### src/rtl/mmss_timer_ctrl.sv
// mmss_timer_ctrl
//   Sequencer for an external MM:SS chain of BCD digit counters
//   (d0 = seconds units, d1 = seconds tens, d2 = minutes units,
//   d3 = minutes tens). It divides clk down to the count rate and runs
//   the start/pause/expire state machine for the stopwatch (count-up)
//   and timer (count-down) modes. It also produces the per-digit
//   enable, direction and clear strobes, with carry/borrow chaining
//   computed from the current digit values.
//
// Ports
//   clk         clock
//   rst         synchronous, active-high reset (shared with the digit counters)
//   start_stop  one-cycle pulse: start from IDLE, pause, resume, or leave DONE
//   clear       one-cycle pulse: zero all digits and return to IDLE
//   mode_down   1 = countdown, 0 = count-up; looked at only when starting from IDLE
//   inc_sec     one-cycle pulse: +1 second while setting (IDLE/PAUSE)
//   inc_min     one-cycle pulse: +1 minute while setting (IDLE/PAUSE)
//   digits      {d3,d2,d1,d0} current BCD digit values
//   dig_en      registered per-digit count enables
//   dig_dir     registered count direction, 1 = up, 0 = down
//   dig_clr     registered one-cycle clear strobe to all digits
//   running     high in RUN_UP / RUN_DOWN
//   expired     high in DONE
module mmss_timer_ctrl #(
  parameter int CLK_HZ  = 100000000,
  parameter int TICK_HZ = 1
) (
  input  logic        clk,
  input  logic        rst,
  input  logic        start_stop,
  input  logic        clear,
  input  logic        mode_down,
  input  logic        inc_sec,
  input  logic        inc_min,
  input  logic [15:0] digits,
  output logic [3:0]  dig_en,
  output logic        dig_dir,
  output logic        dig_clr,
  output logic        running,
  output logic        expired
);

  localparam int PRESCALE = CLK_HZ / TICK_HZ;
  localparam int PW       = (PRESCALE > 1) ? $clog2(PRESCALE) : 1;
  localparam logic [PW-1:0] PRESC_LAST = PW'(PRESCALE - 1);

  typedef enum logic [2:0] {IDLE, RUN_UP, RUN_DOWN, PAUSE, DONE} state_t;

  state_t        state, state_nxt;
  logic [PW-1:0] presc, presc_nxt;
  logic          tick, tick_nxt;
  logic          dir_down, dir_down_nxt;   // direction of the run a PAUSE returns to
  logic [3:0]    dig_en_nxt;
  logic          dig_dir_nxt;
  logic          dig_clr_nxt;
  logic          set_fire;

  logic at_zero, at_max, wrap, is_run;

  assign at_zero = (digits == 16'h0000);
  assign at_max  = (digits == 16'h5959);
  assign wrap    = (presc == PRESC_LAST);
  assign is_run  = (state == RUN_UP) || (state == RUN_DOWN);

  assign running = is_run;
  assign expired = (state == DONE);

  // Carry/borrow chain: a digit steps when the trigger is present and every
  // lower digit sits at its terminal value (9,5,9 going up; 0 going down).
  function automatic logic [3:0] chain(input logic t, input logic up, input logic [11:0] d);
    logic [3:0] en;
    en[0] = t;
    en[1] = en[0] & (d[3:0]  == (up ? 4'd9 : 4'd0));
    en[2] = en[1] & (d[7:4]  == (up ? 4'd5 : 4'd0));
    en[3] = en[2] & (d[11:8] == (up ? 4'd9 : 4'd0));
    return en;
  endfunction

  always_comb begin
    // NOTE: every signal driven here gets a default first, so no path can infer a latch.
    state_nxt    = state;
    presc_nxt    = presc;
    tick_nxt     = tick;
    dir_down_nxt = dir_down;
    dig_en_nxt   = '0;
    dig_clr_nxt  = 1'b0;
    set_fire     = 1'b0;

    if (clear) begin
      state_nxt   = IDLE;
      presc_nxt   = '0;
      tick_nxt    = 1'b0;
      dig_clr_nxt = 1'b1;
    end else begin
      case (state)
        IDLE: begin
          presc_nxt = '0;
          tick_nxt  = 1'b0;
          if (start_stop) begin
            if (!mode_down) begin
              state_nxt    = RUN_UP;
              dir_down_nxt = 1'b0;
            end else if (!at_zero) begin
              state_nxt    = RUN_DOWN;
              dir_down_nxt = 1'b1;
            end
          end else begin
            // Seconds and minutes are independent chains: no carry between them.
            dig_en_nxt = {inc_min & (digits[11:8] == 4'd9), inc_min,
                          inc_sec & (digits[3:0] == 4'd9), inc_sec};
            set_fire   = inc_sec | inc_min;
          end
        end

        RUN_UP, RUN_DOWN: begin
          presc_nxt = wrap ? '0 : presc + 1'b1;
          if (start_stop) begin
            state_nxt = PAUSE;
            // A tick landing on the pause edge stays pending until resume.
            tick_nxt  = wrap | tick;
          end else if (dig_en == 4'b0 && (state == RUN_UP ? at_max : at_zero)) begin
            state_nxt = DONE;
            presc_nxt = '0;
            tick_nxt  = 1'b0;
          end else begin
            tick_nxt   = wrap;
            dig_en_nxt = chain(tick, state == RUN_UP, digits[11:0]);
          end
        end

        PAUSE: begin
          if (start_stop) begin
            state_nxt = dir_down ? RUN_DOWN : RUN_UP;
          end else begin
            dig_en_nxt = {inc_min & (digits[11:8] == 4'd9), inc_min,
                          inc_sec & (digits[3:0] == 4'd9), inc_sec};
            set_fire   = inc_sec | inc_min;
          end
        end

        DONE: begin
          presc_nxt = '0;
          tick_nxt  = 1'b0;
          if (start_stop) state_nxt = IDLE;
        end

        default: state_nxt = IDLE;
      endcase
    end

    // Setting always counts up, even while paused out of a countdown; otherwise
    // the direction follows the state being entered so it is valid before the
    // first enable of a run.
    dig_dir_nxt = set_fire ||
                  !((state_nxt == RUN_DOWN) || (state_nxt == PAUSE && dir_down_nxt));
  end

  // NOTE: sequential state uses non-blocking assignments only, so every register
  // samples the pre-edge values of the others.
  always_ff @(posedge clk) begin
    if (rst) begin
      state    <= IDLE;
      presc    <= '0;
      tick     <= 1'b0;
      dir_down <= 1'b0;
      dig_en   <= '0;
      dig_dir  <= 1'b1;
      dig_clr  <= 1'b0;
    end else begin
      state    <= state_nxt;
      presc    <= presc_nxt;
      tick     <= tick_nxt;
      dir_down <= dir_down_nxt;
      dig_en   <= dig_en_nxt;
      dig_dir  <= dig_dir_nxt;
      dig_clr  <= dig_clr_nxt;
    end
  end

endmodule

### config.mk
export PLATFORM = sky130hd
export DESIGN_NAME = mmss_timer_ctrl
export DESIGN_NICKNAME = d
export VERILOG_FILES = /design/src/rtl/mmss_timer_ctrl.sv
export SDC_FILE = /design/constraint.sdc
export NUM_CORES = 1
export LEC_CHECK = 0
export CORE_AREA = 2 2 65 67
export DETAILED_ROUTE_END_ITERATION = 6
export DIE_AREA = 0 0 67 69
export PLACE_DENSITY = 0.88
export SYNTH_ARGS = -nofsm -noshare
export SYNTH_HDL_FRONTEND = slang
export SYNTH_SLANG_ARGS = --single-unit
### constraint.sdc
create_clock -name clk -period 3.6 [get_ports clk]
set_input_delay 0.36 -clock clk [delete_from_list [all_inputs] [get_ports clk]]
set_output_delay 0.36 -clock clk [all_outputs]
set_load 0.01 [all_outputs]
Run 1, the metal 1 layer:
The bar under the picture is 20 um long. Supply wires on this layer in grey.
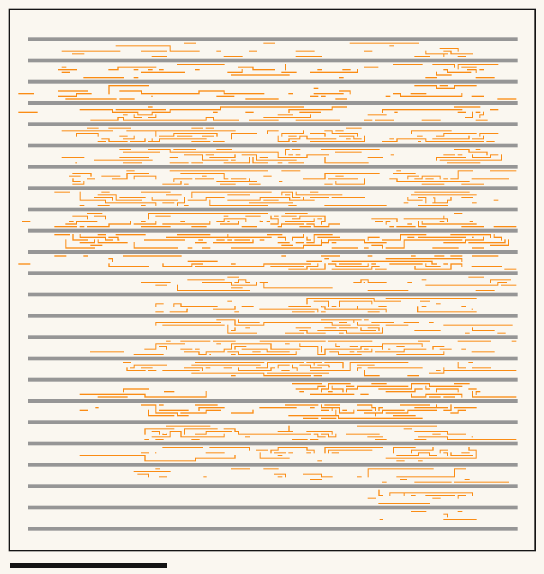
- share of all routed wire: 43%
- wire length on this layer: 2,310 um
- nets with wire on the layer: 309
- longest straight run: 15.2 um
- main direction: horizontal

Run 1, the metal 2 layer:
The bar under the picture is 20 um long.
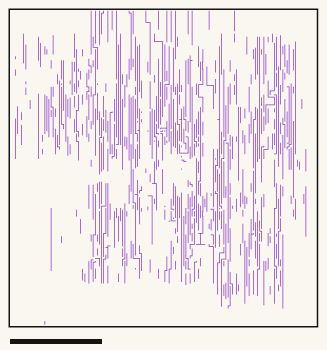
- nets with wire on the layer: 287
- longest straight run: 26.5 um
- share of all routed wire: 49%
drt total wl: 5330 um
via count: 2,236
met2 Track Usage GR: 40.9%

==> flow_metrics.tcl, run 1 <==
# yosys + openroad results
set metrics [dict create \
    synth.distinct_cells 53 \
    intPower_uw 672 \
    worstPathArrival_ns 2.94 \
    fin_cells 359 \
    status "completed" \
    powerComb_uw 85.6 \
    top_layer_used "met4" \
    top_power_group "registers" \
    crit_buf_inv 1 \
    clock_area_share_pct 4.13 \
    place_ws_ns 0.551 \
    drive_above_1_share_pct 7.44 \
    logic_gate_count 225 \
    postCtsResizedCells 0 \
    gr-total-overflow 0 \
    clockBufferCount 5 \
    switching_share_pct 23.6 \
    dr.pass1.iters 4 \
    clock.fmax_mhz 365 \
    placed_cell_area_um2 2530 \
    post_cts_buffers 0 \
    seqCellArea_um2 761 \
    regMostFlops "presc" \
    met1_usage_pct 27.2 \
    power_uw 879 \
    finalSetupViolCount 0 \
    dpl.hpwl_um 3880 \
    start_kind "primary input" \
    route.met3.wl_um 284 \
    fin_util_pct 67.4 \
    die_y_um 69 \
    hold_path.class "flip-flop to flip-flop" \
    track_usage_pct 23.6 \
    powerSeq_uw 429 \
    drv_slew 0 \
    synth_stat.cells 281 \
    synth_seq_share_pct 34.3 \
    synth_top_cell_by_count "dfxtp_1" \
    path_delay_family "simple AND/OR/NAND/NOR gates" \
    drc 0 \
    cts_hold_buf 0 \
    endpoint "presc[21]" \
    placed_cells 351 \
    ys_top_cells_by_area "dfxtp_1 34%, nor2_1 6.1%, nand4_1 4.5%" \
    synth_top_flop_cell "dfxtp_1" \
    topCombFamilyByArea "simple AND/OR/NAND/NOR gates" \
    grt_pass1_vias 2075 \
    postSynth.asyncResetShare_pct 0 \
]
Run 1, signal wires on met3:
Cells faint in the background.
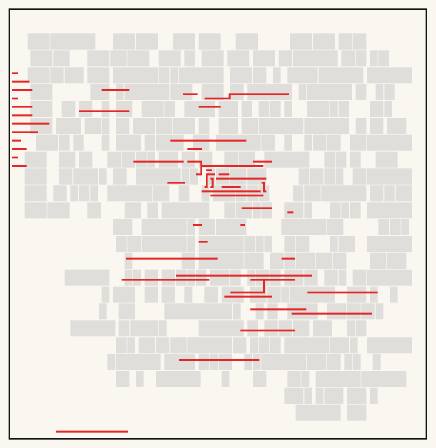
- longest straight run: 21.6 um
- main direction: horizontal
- wire length on this layer: 285 um

==> run 2, diff against run 1 <==
--- a/config.mk
+++ b/config.mk
@@ -5,10 +5,10 @@
 export SDC_FILE = /design/constraint.sdc
 export NUM_CORES = 1
 export LEC_CHECK = 0
-export CORE_AREA = 2 2 65 67
+export CORE_AREA = 2 2 68 70
 export DETAILED_ROUTE_END_ITERATION = 6
-export DIE_AREA = 0 0 67 69
-export PLACE_DENSITY = 0.88
+export DIE_AREA = 0 0 70 72
+export PLACE_DENSITY = 0.82
 export SYNTH_ARGS = -nofsm -noshare
 export SYNTH_HDL_FRONTEND = slang
 export SYNTH_SLANG_ARGS = --single-unit
==> constraint.sdc (replaced) <==
create_clock -name clk -period 2.85 [get_ports clk]
set_input_delay 0.285 -clock clk [delete_from_list [all_inputs] [get_ports clk]]
set_output_delay 0.285 -clock clk [all_outputs]
set_load 0.01 [all_outputs]
==> flow_metrics.tcl, run 2 <==
# yosys + openroad results
set metrics [dict create \
    status "completed" \
    finalSetupViolCount 0 \
    placed_cells 364 \
    topCombFamilyByArea "simple AND/OR/NAND/NOR gates" \
    cts_hold_buf 0 \
    placed_cell_area_um2 2610 \
    endpoint "presc[9]" \
    powerComb_uw 118 \
    inv_count 6 \
    clk_path_buf_depth 2 \
    synth_stat.cells 281 \
    drv_slew 0 \
    drc 0 \
    fin_cells 372 \
    ios 31 \
    p_sw_uw 256 \
    place_ws_ns 0.0635 \
    cpMaxStageDelayCell "or4_1" \
    gr-total-overflow 0 \
    met2WireLength_um 2570 \
    route.met3.wl_um 357 \
    path_delay_family "simple AND/OR/NAND/NOR gates" \
    hold_path.class "flip-flop to flip-flop" \
    synth_top_flop_cell "dfxtp_1" \
    vias 2338 \
    synthCells 281 \
    clock_area_share_pct 5.17 \
    postSynth.asyncResetShare_pct 0 \
    seqCellArea_um2 761 \
    dr.pass1.iters 5 \
    powerSeq_uw 541 \
    power_uw 1230 \
    clock.fmax_mhz 401 \
    die_y_um 72 \
    top_power_group "the clock network" \
    clockBufferCount 6 \
    grt_pass1_vias 2101 \
    regMostFlops "presc" \
    synth_top_cell_by_count "dfxtp_1" \
    slew_headroom_pct 40.9 \
    die_area_um2 5040 \
    drive_above_1_share_pct 10.6 \
    intPower_uw 970 \
    synth.distinct_cells 53 \
    synth_seq_share_pct 34.3 \
    logic_gate_count 225 \
    ys_top_cells_by_area "dfxtp_1 34%, nor2_1 6.1%, nand4_1 4.5%" \
    start_kind "primary input" \
    synthTopCellsByCount "38 x dfxtp_1, 36 x nor2_1, 23 x nand2_1" \
    post_cts_buffers 0 \
    syn2layout_area_growth_pct 24.3 \
    crit_buf_inv 2 \
    post_synth_mux_area_share_pct 1.35 \
    netlist.area_leader.share_pct 34.3 \
    top_layer_used "met4" \
    worstPathArrival_ns 2.67 \
    drtIter0Drc 224 \
]
Run 2, congestion heat map:
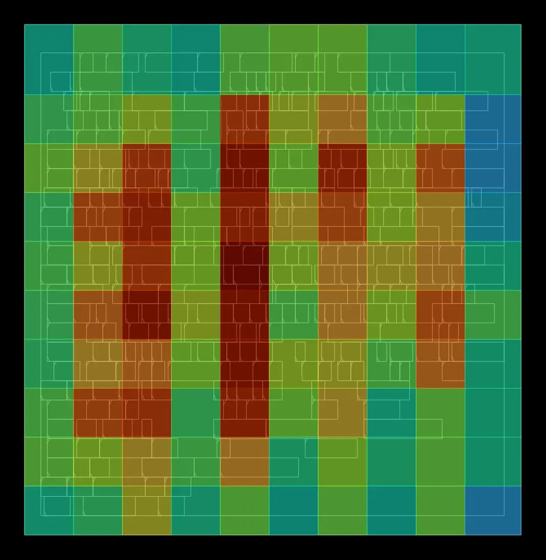
M3 GR Usage: 4.31%
layer with the highest usage: met2
total track usage: 21.7%
grt met1 use: 25.6%
met2 Track Usage GR: 37.4%

==> run 3, diff against run 2 <==
==> config.mk (replaced) <==
export PLATFORM = sky130hd
export DESIGN_NAME = mmss_timer_ctrl
export DESIGN_NICKNAME = d
export VERILOG_FILES = /design/src/rtl/mmss_timer_ctrl.sv
export SDC_FILE = /design/constraint.sdc
export NUM_CORES = 1
export LEC_CHECK = 0
export CORE_AREA = 2 2 64 66
export DETAILED_ROUTE_END_ITERATION = 6
export DIE_AREA = 0 0 66 68
export DONT_BUFFER_PORTS = 1
export PLACE_DENSITY = 0.8
export SYNTH_ARGS = -nofsm -noshare
export SYNTH_HDL_FRONTEND = slang
export SYNTH_SLANG_ARGS = --single-unit
==> flow_metrics.tcl, run 3 <==
# yosys + openroad results
set metrics [dict create \
    power_uw 1180 \
    p_sw_uw 245 \
    placed_cell_area_um2 2290 \
    top_power_group "the clock network" \
    synth_top_flop_cell "dfxtp_1" \
    synth_seq_share_pct 34.3 \
    gr-total-overflow 0 \
    met2WireLength_um 2370 \
    path_delay_family "simple AND/OR/NAND/NOR gates" \
    place_ws_ns 0.403 \
    powerSeq_uw 540 \
    drv_slew 0 \
    p_clk_share_pct 48.4 \
    met1_usage_pct 31.0 \
    die_area_um2 4490 \
    openroad.warnings 26 \
    drive_above_1_share_pct 10.8 \
    fin_cells 337 \
    topCombFamilyByArea "simple AND/OR/NAND/NOR gates" \
    grtUsageMet2_pct 39.8 \
    start_kind "flip-flop" \
    crit_buf_inv 0 \
    track_usage_pct 24.2 \
    seqCellArea_um2 761 \
    grt_pass1_vias 1857 \
    powerComb_uw 70.6 \
    clock_area_share_pct 5.87 \
    placed_cells 329 \
    clockBufferCount 6 \
    drc 0 \
    htree_levels 2 \
    timing.critical_path.from "dig_en[1]" \
    slew_headroom_pct 63.2 \
    postCtsResizedCells 0 \
    endpoint_kind "flip-flop" \
    inv_count 6 \
    netlist.area_leader.share_pct 34.3 \
    dr.pass1.iters 4 \
    synth.distinct_cells 53 \
    synthTopCellsByCount "38 x dfxtp_1, 36 x nor2_1, 23 x nand2_1" \
    syn2layout_area_growth_pct 9.59 \
    netlist_area_um2 2220 \
    pwr-share-seq_pct 45.6 \
    cts_hold_buf 0 \
    hold_path.class "primary input to flip-flop" \
    syn_avg_cell_area_um2 7.89 \
    finalSetupViolCount 0 \
    synth_top_cell_by_count "dfxtp_1" \
    ios 31 \
    top_layer_used "met4" \
    postSynth.asyncResetShare_pct 0 \
    fill_cells 339 \
    synthCells 281 \
    die_y_um 68 \
    intPower_uw 939 \
    rsz0062_at_grt "false" \
    post_synth_mux_area_share_pct 1.35 \
    switching_share_pct 20.7 \
    endpoint "presc[21]" \
    logic_gate_count 225 \
    cpMaxStageDelayCell "or4_1" \
    ys_top_cells_by_area "dfxtp_1 34%, nor2_1 6.1%, nand4_1 4.5%" \
    vdd_drop_max_uv 339 \
    post_cts_buffers 0 \
    synth_stat.cells 281 \
    status "completed" \
    regMostFlops "presc" \
    dpl.hpwl_um 3680 \
    fin_util_pct 63.0 \
    route.met3.wl_um 298 \
    clk-power_uw 573 \
    drtIter0Drc 140 \
    worstPathArrival_ns 2.62 \
    clk_path_buf_depth 2 \
    ys_sh_simple_pct 40.2 \
]
Run 3, signal wires on met3:
Cells faint in the background.
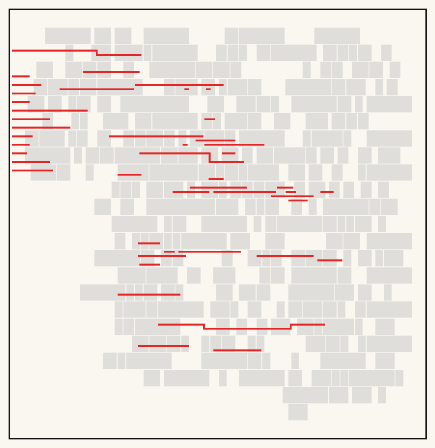
- share of all routed wire: 5.9%
- longest straight run: 14.7 um
- wire length on this layer: 299 um
- nets with wire on the layer: 39
drt total wl: 5060 um
via count: 2,124
M3 GR Usage: 7.24%

Power is estimated from default activity; no workload was simulated.
